[src/rtl/start_delay_pkg.sv]
// ============================================================================
// Module      : start_delay_pkg
// Description : Shared types and constants for the start-alignment delay gen.
// Revision    : 1.0 - initial release
// ============================================================================
`default_nettype none

package start_delay_pkg;

  typedef enum logic [1:0] {IDLE, COUNT, ACTIVE, HOLD} dly_state_t;

  localparam logic MODE_LEVEL = 1'b0;
  localparam logic MODE_PULSE = 1'b1;

endpackage

`default_nettype wire

[src/rtl/start_delay_ch.sv]
// ============================================================================
// Module      : start_delay_ch
// Description : One channel: down-counter delay from serializer start to
//               deserializer enable, level or pulse mode, latched at load.
//               START_DELAY_STATUS_EN adds live counter and abort pulse.
// Revision    : 1.0 - initial release
// ============================================================================
`default_nettype none

module start_delay_ch
  import start_delay_pkg::*;
#(
  parameter int CNT_W = 8
) (
  input  logic             clk,
  input  logic             reset,
  input  logic             start_i,
  input  logic [CNT_W-1:0] delay_i,
  input  logic             pulse_i,
  output logic             des_o,
  output logic             busy_o
`ifdef START_DELAY_STATUS_EN
  ,
  output logic [CNT_W-1:0] cnt_o,
  output logic             abort_o
`endif
);

  dly_state_t       state_q, state_d;
  logic [CNT_W-1:0] cnt_q, cnt_d;
  logic             mode_q, mode_d;
  logic             des_q;
  logic             busy_q;

  always_comb begin
    state_d = state_q;
    cnt_d   = cnt_q;
    mode_d  = mode_q;
    case (state_q)
      IDLE: begin
        if (start_i) begin
          // Zero delay behaves as one cycle.
          cnt_d   = (delay_i == '0) ? '0 : delay_i - CNT_W'(1);
          mode_d  = pulse_i;
          state_d = COUNT;
        end
      end
      COUNT: begin
        if (!start_i) begin
          cnt_d   = '0;
          state_d = IDLE;
        end else if (cnt_q == '0) begin
          state_d = ACTIVE;
        end else begin
          cnt_d = cnt_q - CNT_W'(1);
        end
      end
      ACTIVE: begin
        if (!start_i) begin
          state_d = IDLE;
        end else if (mode_q == MODE_PULSE) begin
          state_d = HOLD;
        end
      end
      HOLD: begin
        if (!start_i) begin
          state_d = IDLE;
        end
      end
      default: state_d = IDLE;
    endcase
  end

  always_ff @(posedge clk or posedge reset) begin
    if (reset) begin
      state_q <= IDLE;
      cnt_q   <= '0;
      mode_q  <= MODE_LEVEL;
      des_q   <= 1'b0;
      busy_q  <= 1'b0;
    end else begin
      state_q <= state_d;
      cnt_q   <= cnt_d;
      mode_q  <= mode_d;
      des_q   <= (state_d == ACTIVE);
      busy_q  <= (state_d == COUNT);
    end
  end

  assign des_o  = des_q;
  assign busy_o = busy_q;

`ifdef START_DELAY_STATUS_EN
  logic abort_q;

  always_ff @(posedge clk or posedge reset) begin
    if (reset) begin
      abort_q <= 1'b0;
    end else begin
      abort_q <= (state_q == COUNT) && !start_i;
    end
  end

  assign cnt_o   = cnt_q;
  assign abort_o = abort_q;
`endif

endmodule

`default_nettype wire

[src/rtl/start_delay_gen.sv]
// ============================================================================
// Module      : start_delay_gen
// Description : Multi-channel programmable start-alignment delay with per-
//               channel config registers. START_DELAY_STATUS_EN adds the
//               cnt_dbg and err_abort status outputs.
// Revision    : 1.0 - initial release
// ============================================================================
`default_nettype none

module start_delay_gen
  import start_delay_pkg::*;
#(
  parameter int NUM_CH        = 4,
  parameter int CNT_W         = 8,
  parameter int DEFAULT_DELAY = 47,
  localparam int CH_W         = (NUM_CH > 1) ? $clog2(NUM_CH) : 1
) (
  input  logic              clk,
  input  logic              reset,
  input  logic [NUM_CH-1:0] serializer_start,
  input  logic              cfg_we,
  input  logic [CH_W-1:0]   cfg_ch,
  input  logic [CNT_W-1:0]  cfg_delay,
  input  logic              cfg_pulse,
  output logic [NUM_CH-1:0] deserializer_start,
  output logic [NUM_CH-1:0] busy
`ifdef START_DELAY_STATUS_EN
  ,
  output logic [NUM_CH*CNT_W-1:0] cnt_dbg,
  output logic [NUM_CH-1:0]       err_abort
`endif
);

  logic [CNT_W-1:0] delay_cfg_q [NUM_CH];
  logic             mode_cfg_q  [NUM_CH];

  // Out-of-range channel indices never match, so such writes are dropped.
  always_ff @(posedge clk or posedge reset) begin
    if (reset) begin
      for (int i = 0; i < NUM_CH; i++) begin
        delay_cfg_q[i] <= CNT_W'(DEFAULT_DELAY);
        mode_cfg_q[i]  <= MODE_LEVEL;
      end
    end else if (cfg_we) begin
      for (int i = 0; i < NUM_CH; i++) begin
        if (cfg_ch == CH_W'(i)) begin
          delay_cfg_q[i] <= cfg_delay;
          mode_cfg_q[i]  <= cfg_pulse;
        end
      end
    end
  end

  for (genvar i = 0; i < NUM_CH; i++) begin : g_ch
`ifdef START_DELAY_STATUS_EN
    start_delay_ch #(.CNT_W(CNT_W)) u_ch (
      .clk     (clk),
      .reset   (reset),
      .start_i (serializer_start[i]),
      .delay_i (delay_cfg_q[i]),
      .pulse_i (mode_cfg_q[i]),
      .des_o   (deserializer_start[i]),
      .busy_o  (busy[i]),
      .cnt_o   (cnt_dbg[i*CNT_W +: CNT_W]),
      .abort_o (err_abort[i])
    );
`else
    start_delay_ch #(.CNT_W(CNT_W)) u_ch (
      .clk     (clk),
      .reset   (reset),
      .start_i (serializer_start[i]),
      .delay_i (delay_cfg_q[i]),
      .pulse_i (mode_cfg_q[i]),
      .des_o   (deserializer_start[i]),
      .busy_o  (busy[i])
    );
`endif
  end

endmodule

`default_nettype wire

[config.mk]
export PLATFORM = sky130hd
export DESIGN_NAME = start_delay_gen
export DESIGN_NICKNAME = d
export VERILOG_FILES = /design/src/rtl/start_delay_pkg.sv /design/src/rtl/start_delay_ch.sv /design/src/rtl/start_delay_gen.sv
export SDC_FILE = /design/constraint.sdc
export NUM_CORES = 1
export LEC_CHECK = 0
export ABC_AREA = 1
export CAP_MARGIN = 5
export CORE_MARGIN = 10
export CORE_UTILIZATION = 30
export CTS_CLUSTER_SIZE = 16
export DETAILED_ROUTE_END_ITERATION = 6
export MAX_ROUTING_LAYER = met4
export PLACE_DENSITY = 0.49
export SLEW_MARGIN = 20
export SYNTH_ARGS = -nofsm -noshare
export SYNTH_HDL_FRONTEND = slang
export SYNTH_SLANG_ARGS = --single-unit
[constraint.sdc]
create_clock -name clk -period 3.29 [get_ports clk]
set_input_delay 0.4935 -clock clk [delete_from_list [all_inputs] [get_ports clk]]
set_output_delay 0.4935 -clock clk [all_outputs]
set_load 0.02 [all_outputs]
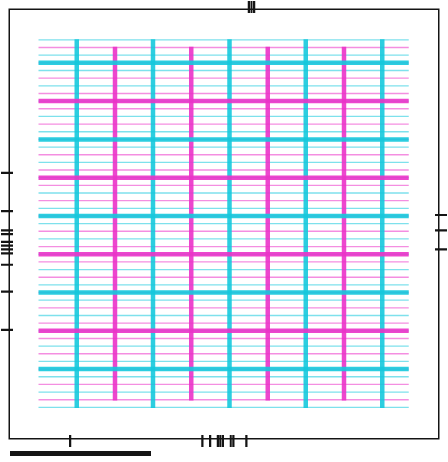
(images/floorplan.png)
The bar under the picture is 50 um long. Pins as bars on the die edge.
Cyan is VSS. Magenta is VDD.
9 straps on met5. 26 signal pins sit on the boundary. 49 met1 rails follow the rows.
Die Y-Extent: 152 um
Core Region: 17200 um2
Worst VDD drop: 337 uV
die x size: 152 um

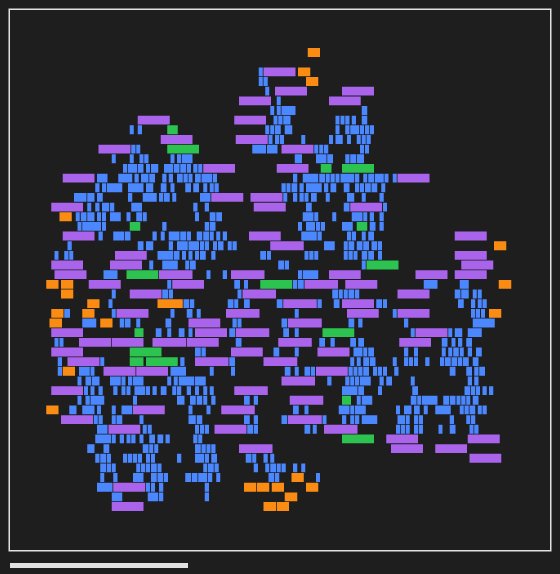
(images/class_map.png)
The bar under the picture is 50 um long.
Orange is remaining buffers and delay cells, cells 26. Green is clock drivers and dummy loads, cells 16. Blue is remaining logic cells, cells 598. Purple is registers, cells 88.
flop share of the area: 37.3%
design area: 5970 um2
Core Rows: 48
Final Util: 34.8%

==> results_slide.txt <==
Run Summary

Synthesis
  – Net Count, Synth: 734
  – Asr flop ratio synth: 100%
  – Registers, synthesis: 88
  – Synth Instances: roughly 700
  – Yosys Warn Count: 0

Clock network
  – Sink Count: slightly below 90
  – Latency at later pin: 0.35 ns
  – Total CTS buffers: 9
  – Root Driver: clkbuf_16
  – CTS Hold Bufs: 0
  – Clock buffer depth: 2

Worst setup path
  – Setup CP Type: reg -> out
  – CP Launch Point: g_ch[1].u_ch.busy_o
  – Critical path peak fanout: 1
  – Req. time, crit path: 2.80 ns
  – Critical path's slowest cell: clkdlybuf4s50_1
  – Family with the most delay on the worst path: buffers and inverters
  – CP arrival: 1.28 ns

Global routing
  – First-pass GRT wire length: 20200 um
  – M3 GR Usage: roughly 1.9%
  – Antenna violations before repair: 0
  – Met2 Use GR: about 17%
  – Vias in the first global route: 4358

Layout
  – Final Instance Count excl. Fillers: 953
  – Area growth syn-to-layout: 14.2%

Placement
  – Post-Place Setup Slack: 1.37 ns
  – Placed Area: 5690 um2
  – Gpl congestion: 0.853

Die
  – FP Util: 30.5%

STA
  – Final setup violating endpoints: 0
  – Final Slew Violations: 0
  – Clk_skew: 0.00787 ns
  – Final min period: 1.78 ns
  – Worst slew pin tran: 0.646 ns

Power
  – Cell internal pwr: 2.73 mW
  – P_leak: 2.92 nW

Run
  – Max-cap viol count: 0

Drt
  – Via count: 4315
  – Routed Antenna Nets: 0
  – Via-to-Cell Ratio: 4.53
  – WL per Instance: 12.0 um

Status
  – Status: finished, final reports clean
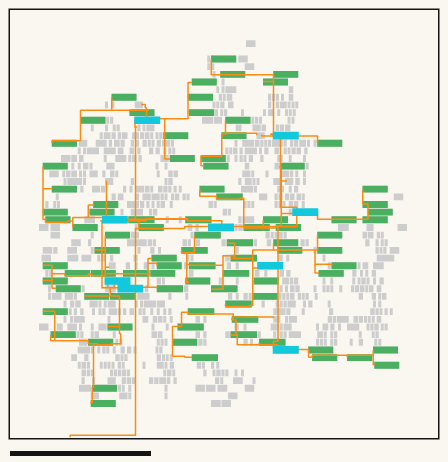
(images/clock_wires.png)
The bar under the picture is 50 um long.
Green is flip-flops, count 88. Orange is clock wires, length 1280 um. Cyan is clock-net drivers, count 9.
There are 10 routed clock nets.

## cells by family (layout without fill, tap and decap cells)
| logic type | count (synthesis) | in the layout | synth area share (%) |
|---|---|---|---|
| DFF | 88 | 88 | 42.6 |
| adders and majority gates | 16 | 16 | 3.83 |
| xor gates and xnor gates | 16 | 16 | 2.68 |
| muxes | 4 | 4 | 0.861 |
| AOI/OAI and AO/OA | 97 | 97 | 10.9 |
| buffers and inverters | 112 | 140 | 8.95 |
| and+or+nand+nor | 367 | 367 | 30.2 |
## per-layer routing
layer / wire, um / part of all wire [%]
met1: 5640 / 49
met2: 5290 / 46
met3: 289 / 2.5
met4: 213 / 1.9
met5: 0 / 0
## flip-flops by register name, indices dropped and copies added, names as in the netlist
| name | cells |
|---|---|
| delay_cfg_q | 32 |
| g_ch.u_ch.busy_o | 4 |
| g_ch.u_ch.cnt_q | 32 |
| g_ch.u_ch.des_o | 4 |
| g_ch.u_ch.mode_q | 4 |
| g_ch.u_ch.state_q | 8 |
| mode_cfg_q | 4 |
## cells in the mapped netlist (2+ instances only)
cell type,instances,area (um2)
nand2_1,201,754
xor2_1,10,87.6
dfrtp_1,68,1700
o21ai_2,12,105
nand3_2,2,20.0
dfstp_2,20,526
xnor2_1,6,52.6
o21bai_1,8,60.1
nand3_1,64,320
buf_4,8,60.1
clkbuf_1,4,15.0
ha_1,16,200
inv_2,4,15.0
nand2_2,5,31.3
nand4_1,5,31.3
mux2_2,4,45.0
nor2_2,6,37.5
buf_6,2,22.5
nor2_4,5,56.3
o21ai_0,63,315
nor2_1,73,274
o221ai_1,2,17.5
or2_2,2,12.5
inv_1,93,349
o22ai_1,2,12.5
a21oi_1,5,25.0
o21ai_1,3,15.0
## power by group through the flow
stage               sequential, mW  clock (mW)  combinational [mW]
floorplan                     1.66           0                1.70
global placement              1.74           0                2.05
detailed placement            1.75           0                2.08
CTS                           1.73        1.03                2.09
global route                  1.78        1.08                2.40
finish                        1.73        1.01                2.07
## cells in the final DEF (no fill, tap or decap), types with 9 or more instances in the layout
cell type        instances
inv_1                   92
dfrtp_1                 68
nand2_1                201
nand3_1                 64
xor2_1                  10
clkbuf_16                9
o21ai_0                 63
o21ai_2                 12
nor2_1                  73
clkdlybuf4s50_1         25
ha_1                    16
dfstp_2                 20
## final timing paths
check	depth (start not counted)	endpoint	slack, ns
max in group asynchronous	3	delay_cfg_q[2]	2.02
min reg2reg	2	g_ch[2].u_ch.cnt_q[1]	0.48
min	2	g_ch[2].u_ch.cnt_q[1]	0.48
max reg2reg	9	g_ch[1].u_ch.cnt_q[3]	1.64
min in group asynchronous	2	g_ch[0].u_ch.state_q[1]	0.53
max	1	busy[1]	1.51
## layout make-up
type,instances,area share (%)
Sequential cell,88,37.3
Clock buffer,9,3.77
Inverter,98,6.22
Timing Repair Buffer,26,4.52
Clock inverter,7,1.03
Multi-Input combinational cell,500,42.5
Tap cell,225,4.71
Power is estimated from default activity; no workload was simulated.
